==> config.mk <==
export PLATFORM = sky130hd
export DESIGN_NAME = proc_io_bridge
export DESIGN_NICKNAME = d
export VERILOG_FILES = /design/src/rtl/proc_io_bridge.sv
export SDC_FILE = /design/constraint.sdc
export NUM_CORES = 1
export LEC_CHECK = 0
export CELL_PAD_IN_SITES_DETAIL_PLACEMENT = 2
export CELL_PAD_IN_SITES_GLOBAL_PLACEMENT = 2
export CORE_UTILIZATION = 43
export CTS_CLUSTER_SIZE = 25
export DETAILED_ROUTE_END_ITERATION = 10
export GPL_ROUTABILITY_DRIVEN = 0
export PLACE_DENSITY = 0.79
export SYNTH_ARGS = -nofsm -noshare
export SYNTH_HDL_FRONTEND = slang
export SYNTH_SLANG_ARGS = --single-unit
==> constraint.sdc <==
create_clock -name clk -period 15.4 [get_ports clk]
set_input_delay 3.85 -clock clk [delete_from_list [all_inputs] [get_ports clk]]
set_output_delay 3.85 -clock clk [all_outputs]
set_load 0.05 [all_outputs]
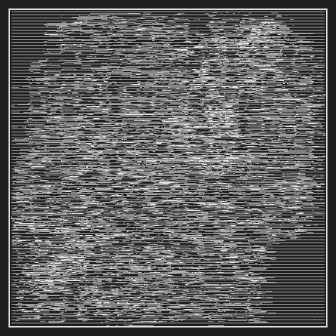
*The metal 1 layer, run 1*
Supply wires on this layer in grey.
nets with wire on the layer	2546
wire length on this layer	41.9 mm
main direction	horizontal
longest straight run	77.3 um
share of all routed wire	39%
GR met1 Demand/Resource: 0.329
Routed Wire Length: 108000 um
detailed-route via count: 21.2k

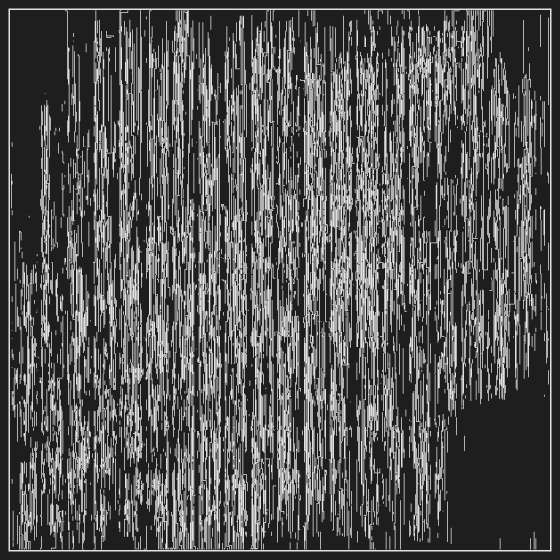
*Metal 2, run 1*
nets with wire on the layer	2537
longest straight run	96.7 um
share of all routed wire	53%
wire length on this layer	57.4 mm
main direction	vertical
GR Util met2: 0.510

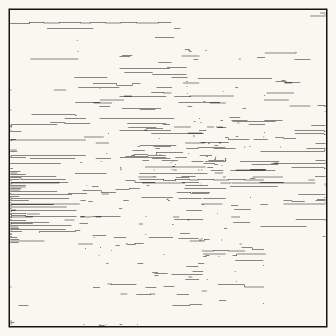
*The metal 3 layer, run 1*
wire length on this layer	5600 um
nets with wire on the layer	244
share of all routed wire	5.2%
main direction	horizontal
grt met3 use: 0.0533

==> deck_impl_summary.md, run 1 <==
Flow Results at a Glance

Finish
  • Nets: 2646
  • Synth-to-layout area growth: 18.2%
  • Commonest Layout Cell: edfxtp_1
  • Finished Cell Area: just under 0.04 mm2
  • Top Layout Cells: edfxtp_1, clkdlybuf4s50_1, nor2_1
  • Share of cells above drive strength 1: 0.152

STA
  • Slew headroom: 0.101
  • Final Max Slew Viols: 0
  • Hold Vio Cnt, Final: 0
  • RSZ-0062 raised after global routing: false
  • Setup Skew: ~0.023 ns
  • Count of final setup violators: 0
  • Fin worst setup slack: 0.411 ns
  • Least-Margin Pin Slew: 1.33 ns
  • Fin Setup TNS: 0 ns

Clock tree
  • Worst-Skew Late Latency: between 0.6 and 0.7 ns
  • Num CTS Buffers: 78
  • H-Tree Depth: 3
  • Post CTS Setup Buffer Count: 0
  • CTS max path bufs: 3
  • Clk sinks: 728
  • Clock root cell: clkbuf_16

Routing
  • Post-DR vias/cell: 5.93
  • First-pass DRT Iterations: 5
  • Violation count after the first detailed-routing iteration: 1497
  • Drc violations: 0

Logic synthesis
  • Yosys adder share: 0.0199
  • Yosys top cell by area: edfxtp_1
  • And+or+nand+nor area frac: 0.0887
  • Post-Syn Area: around 0.033 mm2
  • Yosys cell count: 2224
  • Main flop type: edfxtp_1
  • Synth Instances: 2224
  • Top cells, area: edfxtp_1, dfxtp_1, mux4_2
  • Warnings from Yosys: 0
  • Chip Area, Yosys: between 0.03 and 0.04 mm2
  • XOR Share, Synth: 0.0119
  • Synth unique cells: 113
  • AO/OA Area Share: 0.0791
  • Synth top area share: 0.554
  • FF+latch count, synth: 728

Worst setup path
  • Worst R2R Setup Slack: 12.76 ns
  • CP Launch Type: input pin
  • FF-to-FF path depth: 11
  • Crit path DRT: 11.55 ns
  • Worst Path Max Fanout: 16
  • CP Capture Type: primary output
  • Worst Path Arrival: 11.14 ns

Power
  • Power Density: about 140 mW/mm2
  • Final Total Pwr: approximately 5.5 mW
  • Maximum VDD drop: 0.0000762 V

GRT
  • Antenna violations before repair: 9
  • Gr ovfl total: 0
  • Number of global-route vias before repair: 23.6k
  • First-pass GRT wire length: 160000 um
  • GRT Overall Usage: 0.280
  • Largest net degree at the start of global routing: between 80 and 90

Floorplanning
  • Core area: 0.0759 mm2
  • Die W: 279 um
  • Chip area: 0.0778 mm2
  • I/O Pins: 235
  • Fp util: 0.434

Flow run
  • OpenROAD warnings: 30

Place
  • Pre-CTS WS: 0.557 ns

Min path
  • Worst Hold Depth: 2
  • Hold Crit Class: reg2reg

Outcome
  • Run status: finished, final reports clean
-- run 1: per-stage QoR --
step	instances	hold WS, ns	utilization
2_1_floorplan	2228	0.541	-
3_3_place_gp	3429	0.443	0.480
3_5_place_dp	3429	0.454	0.480
4_1_cts	3570	0.466	0.513
5_1_grt	3570	0.490	0.513
6_report	3572	0.464	0.514
-- run 1: worst max-delay path: stages --
cell             delay (ns)
clkdlybuf4s50_1        0.84
buf_4                  0.43
or3b_2                 0.49
o22ai_1                0.35
or4_1                  0.34
ha_1                   0.31
inv_1                  0.15
a2111oi_4              0.60
a41oi_1                0.29
xnor2_2                0.44
nand2_1                0.19
o31ai_1                0.45
ha_1                   0.30
inv_1                  0.06
ha_1                   0.25
buf_4                  0.20
nor4_1                 0.34
a211oi_1               0.12
mux2i_1                0.31
a211oi_1               0.14
a311oi_1               0.45
buf_12                 0.20
-- run 1: synth_stat cells (14+ instances only) --
| master | number |
|---|---|
| a211oi_1 | 57 |
| nor2b_1 | 27 |
| nor3_1 | 33 |
| inv_1 | 62 |
| a22oi_1 | 41 |
| o22ai_1 | 18 |
| ha_1 | 46 |
| a31oi_1 | 16 |
| buf_6 | 18 |
| and2_1 | 17 |
| dfxtp_1 | 120 |
| edfxtp_1 | 608 |
| xor2_1 | 14 |
| clkbuf_1 | 50 |
| buf_2 | 29 |
| and3_1 | 24 |
| xnor2_1 | 21 |
| nand2b_1 | 14 |
| mux4_1 | 57 |
| a21oi_1 | 98 |
| nor2_1 | 173 |
| nand3_1 | 41 |
| mux4_2 | 89 |
| nand2_1 | 159 |
| o21ai_0 | 42 |
| mux2i_1 | 86 |
-- run 1: layer usage --
layer,global-route usage,vias up,share of wire,wire length [um]
met5,0,-,0.00071,77
met2,0.510,560,0.53,57400
met4,0.0958,12,0.031,3400
li1,-,9200,-,-
met1,0.329,11200,0.39,41900
met3,0.0533,180,0.052,5600
-- run 1: report_power, final --
group | internal [mW] | total, mW | switching, mW
clock | 1.12 | 1.92 | 0.805
sequential | 2.21 | 2.25 | 0.0427
combinational | 0.510 | 1.37 | 0.859
-- run 1: logic make-up after synthesis --
family	Yosys count
flip-flops	728
XOR/XNOR	40
AND/OR/NAND/NOR	586
AND-OR/OR-AND	376
multiplexers	246
other	1
adder cells (fa/ha/maj)	50
buffers and inverters	197
-- run 1: layout make-up --
cell class                      instances  area (um2)  area share
Sequential cell                       728       20700       0.530
Multi-Input combinational cell       1303       11200       0.287
Timing Repair Buffer                  305        3050      0.0781
Clock buffer                           98        2100      0.0539
Tap cell                             1030        1290      0.0330
Clock inverter                         43         454      0.0116
Inverter                               63         236     0.00606
Antenna cell                            2        5.00    0.000128
### Metal 4, run 1

Bar = 100 um. Supply wires on this layer in grey.
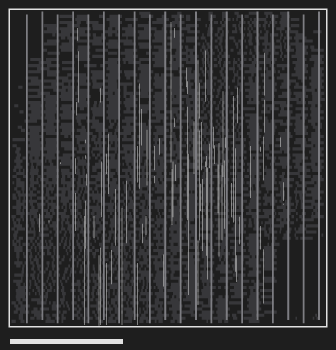

==> run 2, diff against run 1 <==
CORE_MARGIN = 5   (was default)
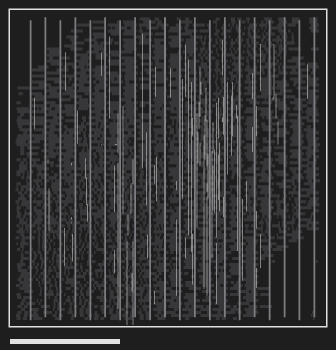
*Metal 4, run 2*
Bar = 100 um. Supply wires on this layer in grey.
share of all routed wire	3.6%
wire length on this layer	3850 um
Routed Wire Length: 108000 um
detailed-route via count: 21.2k

==> deck_impl_summary.md, run 2 <==
Flow Results at a Glance

Outcome
  • Run status: finished, final reports clean

STA
  • Count of final setup violators: 0
  • Final Max Slew Viols: 0
  • Least-Margin Pin Slew: 1.30 ns
  • F_max: roughly 0.067 GHz
  • Fin Setup TNS: 0 ns
  • Setup Skew: 0.0264 ns
  • Crit path time final: about 15 ns
  • Slew headroom: 0.118
  • Tcrit/Tclk final: 0.966
  • Fin worst setup slack: approximately 0.52 ns
  • RSZ-0062 raised after global routing: false
  • Hold Vio Cnt, Final: 0

Worst setup path
  • Crit path max-delay cell type: dlymetal6s2s_1
  • Worst Path Arrival: 11.03 ns
  • Worst R2R Setup Slack: around 13 ns
  • Crit path buf inv count: 7
  • Worst Path Max Fanout: 16
  • Crit Path Class: in2out
  • CP Capture Type: primary output
  • Crit path DRT: between 10 and 15 ns
  • Number of cells on the critical path: 22
  • CP Launch Type: input pin
  • CP delay by family, top: AND-OR/OR-AND gates
  • Most frequent CP cell: inv_1
  • FF-to-FF path depth: 11
  • CP cell instances: dlymetal6s2s_1 > inv_1 > nor2_1 > a32o_1 > ha_1 > inv_1 > a2111oi_4 > nand2_1 > o21ai_0 > a2bb2oi_1 > nand3b_1 > o31ai_1 > ha_1 > inv_1 > ha_1 > inv_1 > buf_4 > o21ai_0 > o22ai_1 > nand3_1 > a311oi_1 > buf_12
  • CP max stage delay: 0.82 ns

Logic synthesis
  • Top cells, area: edfxtp_1, dfxtp_1, mux4_2
  • Post-Syn Area per Cell: 14.8 um2
  • Synth unique cells: 113
  • FF+latch count, synth: 728
  • Count leader, synth: edfxtp_1
  • Yosys top cell by area: edfxtp_1
  • Ys async rst share: 0
  • Chip Area, Yosys: 0.0330 mm2
  • Warnings from Yosys: 0
  • Yosys cell count: 2224
  • Seq share, synth: 0.626
  • Synth Instances: approximately 2.2k
  • Synth top cells by count: edfxtp_1, nor2_1, nand2_1
  • Post-Syn Area: 0.0330 mm2
  • Main flop type: edfxtp_1
  • Number of enable flip-flop cells: 608
  • Synth top area share: 0.554

Routing
  • First-pass DRT Iterations: 7
  • Met1 Wirelength: 41700 um
  • Met2 WL post-DR: 56200 um
  • Final antenna-violating net count: 0
  • Top sig layer: met5
  • Violation count after the first detailed-routing iteration: ~1.7k
  • Post-DR vias/cell: 5.94
  • Drt wl/cell: just over 30 um
  • Drc violations: 0
  • WL met3: 6100 um

Clock tree
  • Post CTS Setup Buffer Count: 0
  • CTS tree: yes
  • CTS max path bufs: 3
  • H-Tree Depth: 3
  • Hold Buf Count CTS: 0
  • Clock root cell: clkbuf_16
  • Clk sinks: 728
  • Worst-Skew Late Latency: roughly 0.64 ns
  • Clock slew at reported path FFs: roughly 0.06 ns
  • Num CTS Buffers: about 79

GRT
  • First-pass GRT wire length: about 160000 um
  • Gr ovfl total: 0
  • Largest net degree at the start of global routing: 57
  • Antenna violations before repair: 11
  • Number of global-route vias before repair: 23.9k
  • GRT Overall Usage: 0.259

Flow run
  • OpenROAD warnings: 30
  • Maxcap violations: 0

Finish
  • Nets: 2637
  • Top Layout Cells: edfxtp_1, clkdlybuf4s50_1, nor2_1
  • Commonest Layout Cell: edfxtp_1
  • Max reg flops: 608
  • Share of cells above drive strength 1: 0.150
  • Fin util: 0.513
  • Synth-to-layout area growth: 18.1%

Floorplanning
  • Chip area: just over 0.08 mm2
  • Die W: 287 um
  • Core area: 0.0759 mm2
  • Die H: 287 um
  • Core Rows: just over 100
  • Fp util: 0.434
  • I/O Pins: 235

Place
  • Post-DP HPWL: 73300 um
  • Pre-CTS WS: 0.388 ns
  • IO buf count: roughly 230

Power
  • Static Leak: 12.9 nW
  • Sequential group share of total power: 0.409
  • Maximum VDD drop: a little under 0.0001 V
  • Clock network power share: 0.344
  • Power Density: 141 mW/mm2
  • Sw frac: 0.312
  • Logic pwr share: 0.246
  • Sw power: 1.72 mW
  • Pint: 3.79 mW

Min path
  • Worst Hold Depth: 2
  • Hold Crit Class: reg2reg
## run 2: cell counts after synthesis
Identical to the previous run, type by type.
## run 2: through the flow
stage / cells / total power, mW / hold WS, ns / instance area, um2
floorplan: 2228 / 3.14 / 0.541 / 33000
global placement: 3419 / 3.54 / 0.443 / 36400
detailed placement: 3419 / 3.62 / 0.453 / 36400
CTS: 3565 / 5.54 / 0.473 / 38900
global route: 3566 / 5.72 / 0.490 / 38900
finish: 3569 / 5.51 / 0.468 / 38900
## run 2: routing by layer
| layer | track usage | up-vias |
|---|---|---|
| li1 | - | 9199 |
| met1 | 0.310 | 11100 |
| met2 | 0.468 | 631 |
| met3 | 0.0538 | 206 |
| met4 | 0.0865 | 12 |
| met5 | 0 | - |
## run 2: worst reg2reg max path, stage by stage, from the launching register on
cell and delay [ns]:
dfxtp_1 0.33, inv_1 0.10, ha_1 0.23, a31oi_1 0.45, and2_1 0.25, ha_1 0.25, inv_1 0.07, ha_1 0.16
inv_1 0.06, fa_1 0.38, xor2_1 0.18, nor2_1 0.06
## run 2: kinds of logic after synthesis
logic type      Yosys count  share of synthesized area
flops                   728                      0.626
simple gates            586                     0.0887
other cells               1                   0.000114
compound gates          376                     0.0791
fa+ha+maj                50                     0.0199
buf+inv                 197                     0.0365
xor+xnor                 40                     0.0119
mux                     246                      0.137
## run 2: cell type report
class	count	area [um2]
Multi-Input combinational cell	1303	11200
Antenna cell	4	10.0
Timing Repair Buffer	295	2980
Clock buffer	107	2200
Inverter	63	236
Clock inverter	39	352
Fill cell	6963	37000
Sequential cell	728	20700
Tap cell	1030	1290
## run 2: power by group through the flow
stage / registers (mW) / logic, mW / clock network (mW)
finish: 2.25 / 1.36 / 1.90
global route: 2.26 / 1.44 / 2.03
CTS: 2.25 / 1.36 / 1.93
detailed placement: 2.29 / 1.33 / 0
global placement: 2.28 / 1.26 / 0
floorplan: 2.30 / 0.835 / 0
## run 2: repair_timing
item / 4_1_cts / 5_1_grt
hold endpoints to repair: 0 / 0
resized: 0 / 1
endpoints found under the setup margin: 0 / 6
Power is estimated from default activity; no workload was simulated.
